==> config.mk <==
export PLATFORM = sky130hd
export DESIGN_NAME = activate_flat
export DESIGN_NICKNAME = d
export VERILOG_FILES = /design/src/rtl/activate_if.sv /design/src/rtl/activate.sv /design/src/flat_wrapper.sv
export SDC_FILE = /design/constraint.sdc
export NUM_CORES = 1
export LEC_CHECK = 0
export CELL_PAD_IN_SITES_DETAIL_PLACEMENT = 0
export CELL_PAD_IN_SITES_GLOBAL_PLACEMENT = 1
export CORE_UTILIZATION = 30
export CTS_BUF_LIST = sky130_fd_sc_hd__clkbuf_2
export DETAILED_ROUTE_END_ITERATION = 8
export HOLD_SLACK_MARGIN = 0.1
export PLACE_DENSITY = 0.91
export SYNTH_ARGS = -nofsm -noshare
export SYNTH_HDL_FRONTEND = slang
export SYNTH_SLANG_ARGS = --single-unit
==> constraint.sdc <==
create_clock -name clk -period 2.9 [get_ports clk]
set_input_delay 0.58 -clock clk [delete_from_list [all_inputs] [get_ports clk]]
set_output_delay 0.58 -clock clk [all_outputs]
set_load 0.005 [all_outputs]
Figure 1. Routed metal per tile (run 1).
Scale: 4 px per um. 14 x 14 tiles, from dark purple (low) to yellow (high), scaled to the fullest tile. Values are wire area over tile area, all layers added.
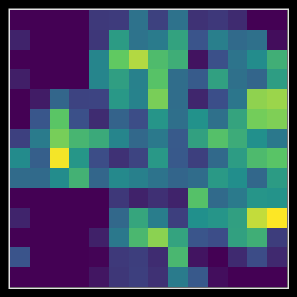
mean over tiles = 0.10
emptiest ninth of the die = south-west
densest ninth of the die = east
nearly empty tiles = 22%
GR Util All Layers: 0.139
Vias: 1238
WL/cell: 11.9 um
final routed wirelength across all metal layers: 3150 um

Figure 2. A small window of the routed layout (run 1).
Region (20, 20) to (50, 50) um. Cells in gray, sequential cells in the stronger gray; small squares are vias.
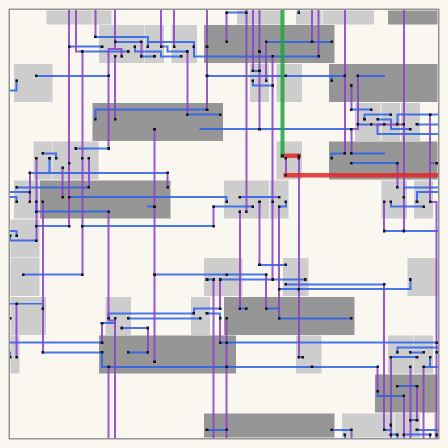
red -> met3
blue -> met1
green -> met4
purple -> met2
sequential cells in the window = 8
cells with their middle in the window = 38
most frequent = nand2_1 (9), dfrtp_1 (7), o21ai_0 (5)

Figure 3. Cell outlines without signal wires (run 1).
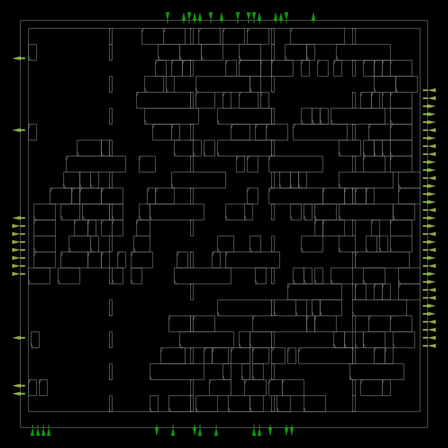
number of inserted filler cells in the final layout: 443
core footprint: 0.00435 mm2
sequential cell count: 26

Figure 4. Wiring by layer (run 1).
Scale: 6 px per um. Two of the layers only.
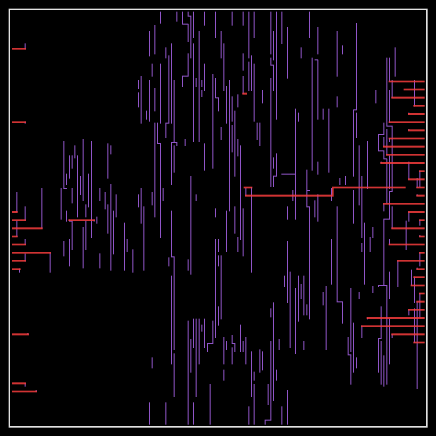
purple -> met2  # wire length 1490 um
red -> met3  # wire length 185 um

==> run summary, run 1 <==
Results of the implementation run.

The sequential cell area came out at 652 um2. In this run the power density over the cells is 548 mW/mm2. The number of port buffers is 62. Timing analysis after detailed placement gives a worst setup slack of 0.179 ns.

For this run, the register share of the synthesized area comes to 0.479. Counting buffers and inverters, the worst setup path is 7 cells deep. The fraction of post-synthesis cell area in the top cell type by area came out at 0.460. The data arrival time of the critical path came out at 2.57 ns.

The area fraction in and, or, nand and nor cells is 0.189. The power report attributes to the combinational group a share of 0.407. Per report_power, the Combinational row totals 0.000451 W. The clock input transition at the sequential cells of the worst setup and hold paths is 0.23 ns.

The worst-case clock buffer depth is 2. The number of standard cells in the final layout excluding fillers came out at 264. The count of inserted antenna diode cells came out at 0.

The nature of the critical path startpoint is an input port. The vias per cell is 4.69. The final critical-path setup slack came out at 0.580 ns. The ratio of final minimum period to clock period is 0.800. The final antenna-violating net count is 0.

The x dimension of the die is 69.4 um. Measured against the total synthesized area, the mux share comes to 0.0156. Looking at the area split, the leading class of cells is flip-flops and latches.

In the synthesized netlist, the cells that appear most often are nand2_1, dfrtp_1, o21ai_0, a21oi_1, buf_4. The detailed router put a total of 1440 um of wire on met1. The script computed the net switching share of total power as 0.322. The relative contribution of the clock network to total power came out at 0.127. The internal power is 0.000752 W. The number of standard cells after synthesis came out at 152. The normalized max-slew margin came out at 0.523. The share of the core filled by cells before placement came out at 0.313. The run finished with clean final reports. The most congested layer reported by global routing is met2. The fraction of cell area in sequential cells is reported as 0.322. Per the STA report, the cell with the highest stage delay on the worst path is clkdlybuf4s50_1.

The report lists the number of standard-cell rows as 24. The boundary pin count came out at 75. The via count of the first global-routing pass came out at 1243.

TritonCTS built the clock tree. The share of layout cells above drive strength 1 is 0.0660. The main area contributors are dfrtp_1, nand2_1, o21ai_0, buf_4, a32oi_1.

The flip-flop and latch count after synthesis came out at 26. The met3 wirelength from detailed routing came out at 184 um. The synthesis area per yosys is 0.00136 mm2. After clock tree synthesis, the flow added hold-fix buffers numbering 0. The achievable clock frequency is 0.431 GHz. The number of DRC markers in iteration 0 is 44. Among logic cells in the layout, the one with the most instances is clkdlybuf4s50_1. The maximum vdd drop came out at 164 uV. In the final report, the number of endpoints failing setup comes to 0. The clock network power is 0.000140 W. Setup repair after global routing left no endpoint under its margin.
Figure 5. Gate-type map (run 1).
Scale: 6 px per um.
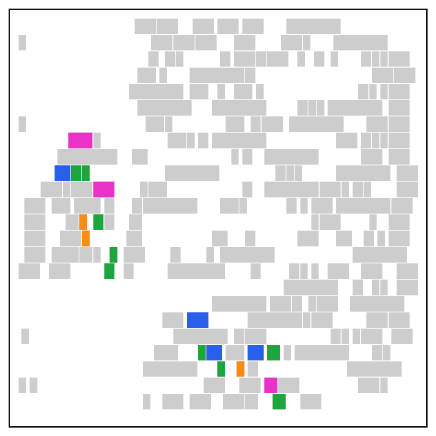

==> run 2: changes to the inputs <==
--- a/config.mk
+++ b/config.mk
@@ -7,11 +7,11 @@
 export LEC_CHECK = 0
 export CELL_PAD_IN_SITES_DETAIL_PLACEMENT = 0
 export CELL_PAD_IN_SITES_GLOBAL_PLACEMENT = 1
-export CORE_UTILIZATION = 30
+export CORE_UTILIZATION = 28
 export CTS_BUF_LIST = sky130_fd_sc_hd__clkbuf_2
 export DETAILED_ROUTE_END_ITERATION = 8
 export HOLD_SLACK_MARGIN = 0.1
-export PLACE_DENSITY = 0.91
+export PLACE_DENSITY = 0.86
 export SYNTH_ARGS = -nofsm -noshare
 export SYNTH_HDL_FRONTEND = slang
 export SYNTH_SLANG_ARGS = --single-unit
==> constraint.sdc (replaced) <==
create_clock -name clk -period 2.4 [get_ports clk]
set_input_delay 0.48 -clock clk [delete_from_list [all_inputs] [get_ports clk]]
set_output_delay 0.48 -clock clk [all_outputs]
set_load 0.005 [all_outputs]
Figure 6. Gate-type map (run 2).
Scale: 4 px per um.
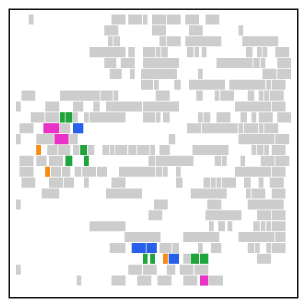
blue -> AND-OR and OR-AND gates  # cells 4, where south
green -> NOR gates  # cells 9
magenta -> AND and OR gates  # cells 3
orange -> inverters  # cells 3
most frequent logic cell in the layout: clkdlybuf4s50_1
fraction of standard cell area in multi-input logic: 0.301
Finished Layout Cells: 272

==> run summary, run 2 <==
Results of the implementation run.

The flow ran to the end, and the final reports show no timing, DRC or antenna violations. The fraction of power consumed by sequential logic came out at 0.462. On met2, the global router reports a usage of 0.214.

The total global routing track utilization is 0.124. The sequential cell count is 26. The average wire per standard cell is 11.5 um. The clock drives 26 sinks. The area fraction in and, or, nand and nor cells is 0.189. The number of port buffers came out at 62. The time the final worst path needs with I/O delays and setup came out at 2.14 ns. For this design, the CTS-stage hold fixing added 0 buffers. The path length in cells of the critical path is 7. The total power after layout is 0.00135 W.

The final critical-path setup slack is 0.262 ns. The achievable clock frequency came out at 0.468 GHz. The final setup violation count came out at 0. The fraction of power spent switching nets came out at 0.322.

The row count is 25. Among all stages on the critical path, the largest delay is contributed by clkdlybuf4s50_1. The share of the core filled by cells before placement is 0.290. In the synthesized netlist, the cells that appear most often are nand2_1, dfrtp_1, o21ai_0, a21oi_1, buf_4. Non-clock inverters in the final layout number 3.

The total die size came out at 0.00514 mm2. The internal power came out at 0.000914 W. Leaving out buffers and inverters, the combinational logic in the layout accounts for 623 um2. For this design, Yosys synthesis ends with a cell count of 152.

The yosys warning tally is 0. The share of synthesized area occupied by flip-flops and latches came out at 0.479. Summed over all nets, wire length on met3 after detailed routing comes to 188 um. The maximum vdd drop is 184 uV. The data arrival time of the critical path is 2.38 ns. The final antenna-violating net count is 0. By area the synthesized netlist is led by dfrtp_1, nand2_1, o21ai_0, buf_4, a32oi_1. Yosys reports a chip area of 0.00136 mm2. Setup repair after global routing left no endpoint under its margin. The boundary pin count is 75. The type of the worst setup path is in -> reg. The sequential share of cell area is 0.315. The ratio of final minimum period to clock period is 0.891. The instance area at placement is 0.00205 mm2. The clock passes through at most 2 buffers. The most congested layer reported by global routing is met2.

The core area is 0.00469 mm2. The highest cell delay on the worst timing path came out at 0.47 ns. The number of standard cells after synthesis is 152. After filler insertion, the fill cell instance count of the layout stands at 456.

The count of inserted antenna diode cells came out at 0. The mean instance size in the synthesized netlist came out at 8.96 um2. Max fanout on the critical path was recorded as 8. The total setup buffers inserted after CTS is 0. The type of the worst min-delay path is in -> async. The nature of the critical path startpoint is an input port. Summing all multiplexer cells gives an area fraction of 0.0156.

The CTS buffer count is 3. Logged for this run, the post-placement worst setup slack is -0.131 ns. The routed design shows a via density per instance of 4.54. For this block, the initial DRC count from the detailed router was 41.

Among the non-sequential cells, AND-OR/OR-AND gates take the most area. On met1, the global router reports a usage of 0.153. The clock arrives with 0.00948 ns of skew. The number of antenna violations at the first check in global routing came out at 0. The total via count in the routed design came out at 1234. The number of buffer and inverter instances along the worst setup path came out at 3. The via count of the first global-routing pass is 1106. Summing all flip-flop and latch instances after layout gives 652 um2. The met1 wire length is 1420 um. The y dimension of the die is 71.7 um. The timing report gives the clock slew at the launch and capture registers of the worst setup and hold paths as 0.24 ns. The x dimension of the die came out at 71.7 um. The share of flip-flops with an asynchronous set or reset after synthesis came out at 1.00. The power report attributes to the clock group a share of 0.121. The clock tree from TritonCTS is yes.

The flow reports power dissipated in combinational cells as 0.000563 W. The quantity of gates resized following cts is 0. The flip-flop and latch count after synthesis is 26.

The share of power burned in combinational logic came out at 0.417. The clock network power is 0.000163 W. The share of layout cells above drive strength 1 is 0.0872. The class occupying the most area after layout is reported as buffers. The commonest register cell is dfrtp_1. The final global-route overflow total came out at 0. Per the synthesis report, the AND-OR/OR-AND share of the synthesized area is 0.206. The ratio of total power to cell area is 652 mW/mm2. Broken down by cell family, the worst path's largest delay share belongs to buffers and inverters. The fraction of post-synthesis cell area in the top cell type by area came out at 0.460.

The total wire length came out at 3120 um.
Figure 7. A small window of the routed layout (run 2).
Region (21, 21) to (51, 51) um. Cells in gray, sequential cells in the stronger gray; small squares are vias.
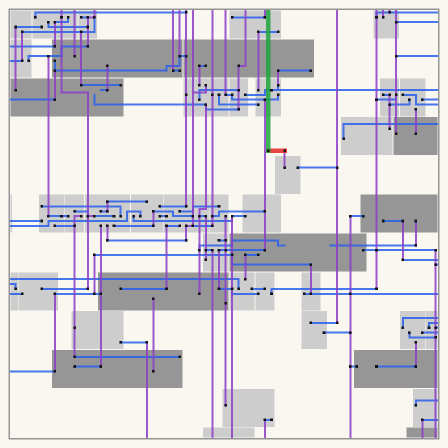
purple -> met2
green -> met4
blue -> met1
red -> met3
cells with their middle in the window = 37
most frequent = nand2_1 (7), dfrtp_1 (7)
sequential cells in the window = 8

Power and IR drop assume default switching activity.
